$ cat config.mk
export PLATFORM = sky130hd
export DESIGN_NAME = vram_arbiter
export DESIGN_NICKNAME = d
export VERILOG_FILES = /design/src/rtl/vram_arbiter.sv
export SDC_FILE = /design/constraint.sdc
export NUM_CORES = 1
export LEC_CHECK = 0
export CORE_AREA = 2 2 83 85
export CTS_CLUSTER_DIAMETER = 50
export CTS_CLUSTER_SIZE = 14
export DETAILED_ROUTE_END_ITERATION = 6
export DIE_AREA = 0 0 85 87
export PLACE_DENSITY = 0.72
export SYNTH_ARGS = -nofsm -noshare
export SYNTH_HDL_FRONTEND = slang
export SYNTH_SLANG_ARGS = --single-unit
$ cat constraint.sdc
create_clock -name clock -period 1.8 [get_ports clock]
set_clock_uncertainty 0.05 [all_clocks]
set_input_delay 0.36 -clock clock [delete_from_list [all_inputs] [get_ports clock]]
set_output_delay 0.36 -clock clock [all_outputs]
set_load 0.05 [all_outputs]
$ cat src/rtl/vram_arbiter.sv
// vram_arbiter: shares one single-port VRAM (1-cycle read latency) between the
// CPU data bus and the pixel line fetcher. Video wins contention, but a streak
// counter forces a CPU grant after MAX_VIDEO_STREAK consecutive video grants
// taken while the CPU was waiting. Responses return exactly one cycle after
// acceptance and are routed to the requester that issued the access.
module vram_arbiter #(
   parameter int ADDR_WIDTH       = 13,
   parameter int DATA_WIDTH       = 32,
   parameter int MAX_VIDEO_STREAK = 4
) (
   input  logic                    clock,
   input  logic                    reset,

   input  logic                    cpu_req_valid,
   output logic                    cpu_req_ready,
   input  logic                    cpu_req_write,
   input  logic [ADDR_WIDTH-1:0]   cpu_req_addr,
   input  logic [DATA_WIDTH-1:0]   cpu_req_wdata,
   input  logic [DATA_WIDTH/8-1:0] cpu_req_wstrb,
   output logic                    cpu_resp_valid,
   output logic [DATA_WIDTH-1:0]   cpu_resp_rdata,

   input  logic                    vid_req_valid,
   output logic                    vid_req_ready,
   input  logic [ADDR_WIDTH-1:0]   vid_req_addr,
   output logic                    vid_resp_valid,
   output logic [DATA_WIDTH-1:0]   vid_resp_rdata,

   output logic                    mem_en,
   output logic [DATA_WIDTH/8-1:0] mem_we,
   output logic [ADDR_WIDTH-1:0]   mem_addr,
   output logic [DATA_WIDTH-1:0]   mem_wdata,
   input  logic [DATA_WIDTH-1:0]   mem_rdata
);

   localparam int         STRB_WIDTH = DATA_WIDTH / 8;
   localparam logic [3:0] STREAK_MAX = 4'(MAX_VIDEO_STREAK);

   typedef enum logic {
      OWNER_CPU = 1'b0,
      OWNER_VID = 1'b1
   } owner_t;

   logic [3:0] streak;
   logic       at_limit;
   logic       cpu_grant;
   logic       vid_grant;
   owner_t     resp_owner;
   logic       resp_pending;

   // Grant decision: video first unless the CPU has waited out a full streak;
   // ready depends only on valid, streak and reset, never on the other ready.
   always_comb begin
      at_limit  = (streak >= STREAK_MAX);
      cpu_grant = !reset && cpu_req_valid && (!vid_req_valid || at_limit);
      vid_grant = !reset && vid_req_valid && !(cpu_req_valid && at_limit);
   end

   assign cpu_req_ready = cpu_grant;
   assign vid_req_ready = vid_grant;

   // Drive the RAM port from whichever requester holds the grant this cycle.
   always_comb begin
      mem_en    = 1'b0;
      mem_we    = '0;
      mem_addr  = '0;
      mem_wdata = '0;
      if (cpu_grant) begin
         mem_en   = 1'b1;
         mem_addr = cpu_req_addr;
         if (cpu_req_write) begin
            mem_we    = cpu_req_wstrb[STRB_WIDTH-1:0];
            mem_wdata = cpu_req_wdata;
         end
      end else if (vid_grant) begin
         mem_en   = 1'b1;
         mem_addr = vid_req_addr;
      end
   end

   // Count video grants taken while the CPU waits; any CPU grant or an idle
   // CPU restarts the count so a fresh CPU request gets the full window.
   always_ff @(posedge clock) begin
      if (reset) begin
         streak <= 4'd0;
      end else if (!cpu_req_valid || cpu_grant) begin
         streak <= 4'd0;
      end else if (vid_grant && (streak < STREAK_MAX)) begin
         streak <= streak + 4'd1;
      end
   end

   // Remember who owns the access in flight so the RAM output can be routed
   // back next cycle; writes also set pending so the CPU gets an ack.
   always_ff @(posedge clock) begin
      if (reset) begin
         resp_pending <= 1'b0;
         resp_owner   <= OWNER_CPU;
      end else begin
         resp_pending <= cpu_grant || vid_grant;
         resp_owner   <= vid_grant ? OWNER_VID : OWNER_CPU;
      end
   end

   // Route the RAM read data to the owning requester; reset masks a response
   // that was still in flight when reset arrived.
   always_comb begin
      cpu_resp_valid = 1'b0;
      cpu_resp_rdata = '0;
      vid_resp_valid = 1'b0;
      vid_resp_rdata = '0;
      if (!reset && resp_pending) begin
         if (resp_owner == OWNER_VID) begin
            vid_resp_valid = 1'b1;
            vid_resp_rdata = mem_rdata;
         end else begin
            cpu_resp_valid = 1'b1;
            cpu_resp_rdata = mem_rdata;
         end
      end
   end

endmodule

Figure 1. Clock wiring as the flow saved it (run 1).
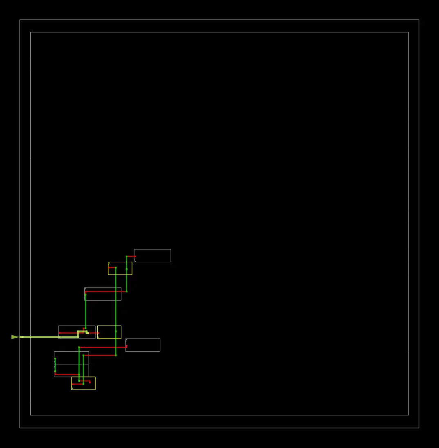
clk latency late pin: 0.22 ns
clock buffer count: 3
flop count: 6
CTS buffer count: 3
clk sinks: 6

Figure 2. Cell classes on the final placement (run 1).
Drawn at 4 px/um. Fill, decap, tap and diode cells in gray.
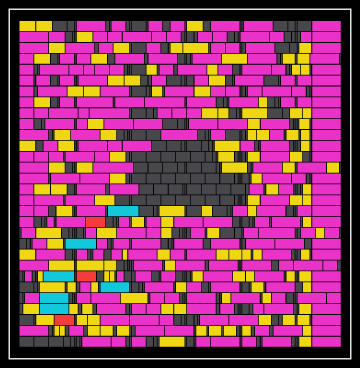
| color | class | cells | share of their area |
|---|---|---|---|
| magenta | other buffers and delay cells | 241 | 73% |
| cyan | flip-flops | 6 | 2.4% |
| yellow | all other logic | 130 | 24% |
| red | cells driving clock nets | 3 | 0.81% |
num rows: 30
fraction of area in registers: 0.02390

Figure 3. Signal wires on met2 (run 1).
Drawn at 6 px/um. Cells faint in the background.
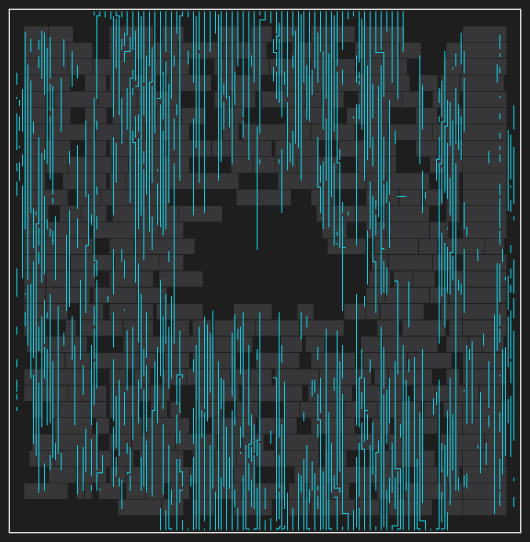
nets with wire on the layer: 441
longest straight run: 54.4 um
share of all routed wire: 58%
main direction: vertical
wire length on this layer: 4990 um
vias post-DR: 2089
grt met2 use: 0.4155
drt total wl: 8.583 mm

==> run 1: path summary, 6_finish.rpt <==
kind | startpoint | to | depth (start not counted)
hold / removal | streak[0]$_SDFFE_PP0P_ | streak[0]$_SDFFE_PP0P_ | 1
setup / recovery | streak[3]$_SDFFE_PP0P_ | mem_addr[10] | 6
hold reg to reg | streak[0]$_SDFFE_PP0P_ | streak[0]$_SDFFE_PP0P_ | 1
setup reg to reg | streak[3]$_SDFFE_PP0P_ | streak[2]$_SDFFE_PP0P_ | 4
==> run 1: power by group through the flow <==
stage                     registers [uW]  logic, uW  clock network, uW
after global placement               143        992                  0
after CTS                            141       1070                211
after global routing                 143       1180                222
final                                143       1140                204
after floorplan                      143        383                  0
after detailed placement             143       1000                  0
==> run 1: per-layer routing <==
metal / global-route usage / wire length, um / vias up / part of all wire
li1: - / - / 973 / -
met3: 0.04360 / 600 / 16 / 0.070
met5: 0 / 0 / - / 0
met2: 0.4155 / 4989 / 132 / 0.58
met1: 0.1968 / 2800 / 968 / 0.33
met4: 0.03896 / 193 / 0 / 0.022
==> run 1: sequential cells by signal (all words and copies together), names as in the netlist <==
name / cells
resp_pending: 1
resp_owner: 1
streak: 4
==> run 1: logic make-up (layout without fill, tap and decap cells) <==
group	after synthesis	in the layout	synth area share
AOI/OAI and AO/OA	14	14	0.1111
DFF	6	6	0.1123
adders and majority gates	1	1	0.01169
other	1	1	0.003505
buffers and inverters	16	244	0.07252
and+or+nand+nor	114	114	0.6889
==> run 1: cells in the mapped netlist (all sizes together) <==
master,instances
conb,1
nor2,4
ha,1
o21ai,1
buf,9
and3b,3
clkbuf,7
dfxtp,6
and2,64
nand2,1
nor3b,2
and3,38
nor2b,2
a22o,13
==> ci_impl_report.md, run 1 <==
### Yosys + OpenROAD results

| Metric | Value |
|---|---|
| Status | complete, but fails checks |
| Failing checks | setup timing |
| Psw | approximately 570 uW |
| Final Critical Period | 1.988 ns |
| Clk pwr share | 0.137 |
| Finished Layout Cells | between 400 and 500 |
| # port buffers | ~220 |
| Area leader, netlist | and2_1 |
| Kind of critical path | flip-flop to output pin |
| Mapped Avg Cell Area | between 7 and 8 um2 |
| CP top delay family | buffers and inverters |
| Register area | ~120 um2 |
| CP max stage cell | dfxtp_2 |
| CORE AREA | approximately 6600 um2 |
| Fill count | roughly 370 |
| DRT iter0 DRCs | 28 |
| Area after DPL | around 4600 um2 |
| Post-CTS setup buffer count | 3 |
| CP Buf/Inv Count | 3 |
| Register area share after synthesis | 0.1123 |
| Max Root-Sink Buffers | 2 |
| Top cell by count, worst path | buf_12 |
| Synthesized chip area reported by yosys | about 1100 um2 |
| Vias in the first global route | around 2200 |
| Final setup margin | -0.1880 ns |
| First-pass GRT wire length | around 12 mm |
| Largest net degree at the start of global routing | 34 |
| DP Worst Slack | -0.4752 ns |
| Final TNS setup | -6.396 ns |
| CTS H-tree lvls | 1 |
| Crit end category | output pin |
| Non-clock buffer share | 0.7118 |
| Lkg Pwr | around 0.0022 uW |
| CTS tree | built |
| Net Count, Synth | ~250 |
| Inverters | 0 |
| Synth warnings | 0 |
| Top Ports | roughly 220 |
| Area grow syn2layout | 384.6% |
| Worst EP arrival | 1.58 ns |
| Initial antenna violation count | 0 |
| Die W | between 80 and 90 um |
| Register share of total power | 0.096 |
| Placed wire-length estimate | between 6 and 7 mm |
| Power Density | around 290 nW/um2 |
| Comb gates | 130 |
| Placed cell count | 447 |
| FP Util | 0.1629 |
| GPL Wtd Cong | about 0.90 |
| R2R Setup Slk | 0.71 ns |
| Worst EP required | between 1 and 1.5 ns |
| Core Util, Final | 0.7891 |
| Cell area after layout | 5184 um2 |
| Max-cap viol count | 0 |
| Ys flops | 6 |
| # Cells Yosys | 152 |
| Plain + repair buffers | 241 |
| Grt ovf | 0 |
| Post-cts resize count | 46 |
| Crit-path max cell delay | between 0.3 and 0.4 ns |
| Sw Ratio | 0.3818 |
| Top cells, area | and2_1 (37%), and3_1 (22%), dfxtp_1 (11%) |
| Crit path launch type | flip-flop |
| CTS root buffer | clkbuf_8 |
| Final Cycle Share | 1.104 |
| Clk slew on worst S/H paths | roughly 0.040 ns |
| Final Hold Violating Endpoints | 0 |
| Critical Path Fanout Max | 6 |
| # setup viols final | about 50 |
| Final hold slack | around 0.38 ns |
| Top-area cell share | 0.3743 |
| Synth Instances | between 150 and 200 |
| Tool Warnings | 28 |
| Worst min-delay path class | flip-flop to flip-flop |
| Routed length per instance | ~19 um |
| Cell type taking the most area | non-clock buffers |
| Most numerous logic cells after layout | buf_12 (122), clkdlybuf4s50_1 (95), and2_4 (32), and3_4 (32), and2_1 (22) |
| Max Freq | around 500 MHz |
| Most frequent logic cell in the layout | buf_12 |
| Die H | 87 um |
| Netlist Area Pre-Place | 1070 um2 |
==> run 2, diff against run 1 <==
--- a/config.mk
+++ b/config.mk
@@ -5,12 +5,15 @@
 export SDC_FILE = /design/constraint.sdc
 export NUM_CORES = 1
 export LEC_CHECK = 0
+export ABC_AREA = 1
+export CAP_MARGIN = 30
 export CORE_AREA = 2 2 83 85
 export CTS_CLUSTER_DIAMETER = 50
 export CTS_CLUSTER_SIZE = 14
 export DETAILED_ROUTE_END_ITERATION = 6
 export DIE_AREA = 0 0 85 87
-export PLACE_DENSITY = 0.72
+export PLACE_DENSITY = 0.74
 export SYNTH_ARGS = -nofsm -noshare
 export SYNTH_HDL_FRONTEND = slang
 export SYNTH_SLANG_ARGS = --single-unit
+export TNS_END_PERCENT = 20
==> ci_impl_report.md, run 2 <==
### Yosys + OpenROAD results

| Metric | Value |
|---|---|
| CTS H-tree lvls | 1 (unchanged) |
| Mux area share | 0 (unchanged) |
| Cell area after layout | 5310 um2 (was 5184 um2) |
| Area after DPL | 4740 um2 (was 4619 um2) |
| Synth warnings | 0 (unchanged) |
| Adder-cell share of the synthesized area | 0.01053 (was 0.01170) |
| Status | complete, no violations (was complete, but fails checks) |
| Max reg flops | 4 (unchanged) |
| CORE AREA | 6569 um2 (unchanged) |
| Top cell by count, worst path | buf_12 (unchanged) |
| Most flop-heavy register | streak (unchanged) |
| Final setup margin | 0.02127 ns (was -0.1880 ns) |
| Die W | 85 um (unchanged) |
| Top Ports | 217 (unchanged) |
| Lkg Pwr | 0.002257 uW (was 0.002195 uW) |
| Core Util, Final | 0.8084 (was 0.7891) |
| Top cells, area | nor2_1 (33%), nand2_1 (16%), inv_1 (12%) (was and2_1 (37%), and3_1 (22%), dfxtp_1 (11%)) |
| CP max stage cell | clkdlybuf4s15_1 (was dfxtp_2) |
| Basic Gates by Area | 0.6411 (was 0.6889) |
| Synthesized chip area reported by yosys | 1189 um2 (was 1070 um2) |
| Final Hold Violating Endpoints | 0 (unchanged) |
| CP top delay family | buffers and inverters (unchanged) |
| DRT iter0 DRCs | 83 (was 28) |
| Tool Warnings | 29 (was 28) |
| Num rows | 30 (unchanged) |
| Mapped Avg Cell Area | 4.607 um2 (was 7.038 um2) |
| Area grow syn2layout | 346.7% (was 384.6%) |
| Placed wire-length estimate | 6.653 mm (was 6.303 mm) |
| Die H | 87 um (unchanged) |
| Crit-path max cell delay | 0.25 ns (was 0.32 ns) |
| Critical Path Fanout Max | 6 (unchanged) |
| CTS buffer count | 3 (unchanged) |
| Net Count, Synth | 358 (was 252) |
| Worst EP required | 1.39 ns (about the same) |
| Most frequent logic cell in the layout | buf_12 (unchanged) |
| Largest registers | streak (4), resp_owner (1), resp_pending (1) (unchanged) |
| Top-area cell share | 0.3316 (was 0.3743) |
| Async SR Flop Fraction | 0 (unchanged) |
| Yosys top cell by instances | nor2_1 (was and2_1) |
| # port buffers | 216 (unchanged) |
| Final TNS setup | 0 ns (was -6.396 ns) |
| Fill count | 382 (was 371) |
| Clk latency late pin | 0.22 ns (about the same) |
| Vias in the first global route | 2600 (was 2162) |
| Main logic family after synthesis | simple AND/OR/NAND/NOR gates (unchanged) |
| Worst min-delay path class | flip-flop to flip-flop (unchanged) |
| XOR/XNOR Fraction of Synth Area | 0 (unchanged) |
| Register area | 122.6 um2 (was 123.9 um2) |
| Max Freq | 562.2 MHz (was 503.0 MHz) |
| Most common reg cell | dfxtp_1 (unchanged) |
| Crit path launch type | primary input (was flip-flop) |
| Netlist Area Pre-Place | 1189 um2 (was 1070 um2) |
| EDFF count, synth | 0 (unchanged) |
| Register area share after synthesis | 0.1011 (was 0.1123) |
| Power Density | 287.3 nW/um2 (was 287.2 nW/um2) |
| Synth Instances | 258 (was 152) |
| Crit end category | output pin (unchanged) |
| Clk sinks | 6 (unchanged) |
| # setup viols final | 0 (was 50) |
==> run 2: layout make-up <==
| cell class | instances | share of cell area |
|---|---|---|
| multi-input cells | 195 | 0.2246 |
| flip-flops and latches | 6 | 0.02309 |
| inverters | 40 | 0.02828 |
| clock buffers | 3 | 0.007776 |
| repair buffers | 239 | 0.6975 |
| well taps | 80 | 0.01885 |
==> run 2: power by group <==
group / switching [uW] / leakage, uW / internal (uW)
logic: 589 / 0.00219 / 597
registers: 2.32 / 0.0000499 / 139
clock network: 54.8 / 0.0000216 / 143
==> run 2: repair_timing <==
| item | CTS | global route |
|---|---|---|
| gates resized | 93 | 35 |
| setup endpoints to repair | 118 | 108 |
| buffers inserted | 3 | 2 |
| pin swaps | 5 | 5 |
| cloned | 5 | 0 |
==> run 2: metal layers <==
| layer | vias up | GRT usage | wire (um) |
|---|---|---|---|
| li1 | 1202 | - | - |
| met4 | 0 | 0.09091 | 295 |
| met3 | 16 | 0.07583 | 802 |
| met5 | - | 0 | 0 |
| met1 | 1116 | 0.2010 | 2576 |
| met2 | 161 | 0.4425 | 4818 |
==> run 2: final timing paths <==
path                               start                endpoint  slack, ns  depth (start not counted)
setup / recovery           vid_req_valid           mem_wdata[10]       0.02                          7
hold / removal    streak[0]$_SDFFE_PP0P_  streak[0]$_SDFFE_PP0P_       0.37                          1
setup reg to reg  streak[2]$_SDFFE_PP0P_  streak[1]$_SDFFE_PP0P_       0.94                          3
hold reg to reg   streak[0]$_SDFFE_PP0P_  streak[0]$_SDFFE_PP0P_       0.37                          1
==> run 2: logic make-up (layout without fill, tap and decap cells) <==
family                     after synthesis  after routing
adders and majority gates                1              1
other                                    1              1
DFF                                      6              6
AOI/OAI and AO/OA                        5              5
and+or+nand+nor                        188            188
buffers and inverters                   57            282
Figure 4. Signal wires on met2 (run 2).
Drawn at 6 px/um. Cells faint in the background.
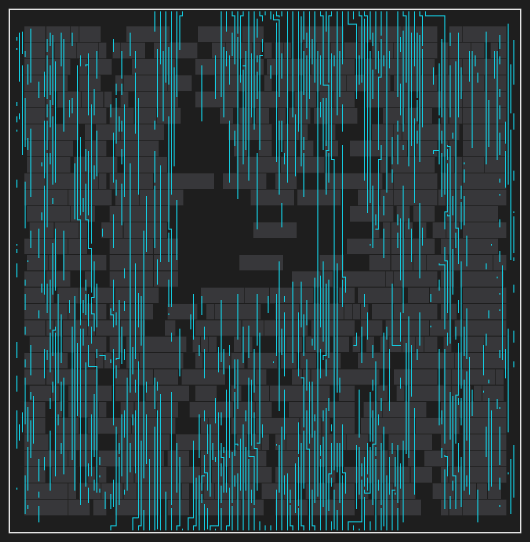
longest straight run: 74.1 um
main direction: vertical
nets with wire on the layer: 524
drt total wl: 8.492 mm
vias post-DR: 2495
grt met2 use: 0.4425

Figure 5. Routed clock nets over the placement (run 2).
Drawn at 6 px/um.
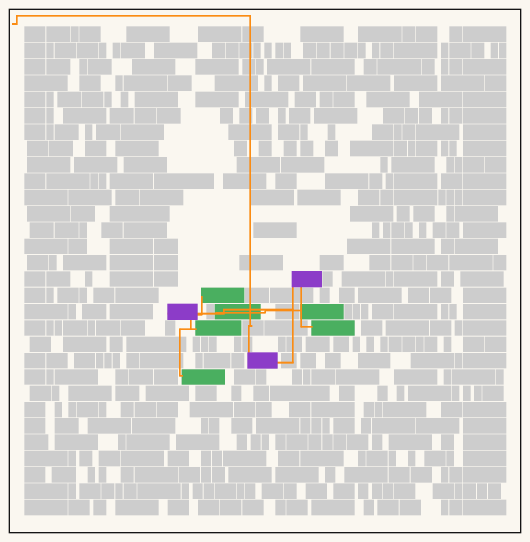
[green] flip-flops | count: 6
[orange] clock wires | length: 181 um
[purple] cells driving clock nets | count: 3
routed clock nets: 4
P_clk: 198 uW
Clk pwr share: 0.130

Power is estimated from default activity; no workload was simulated.
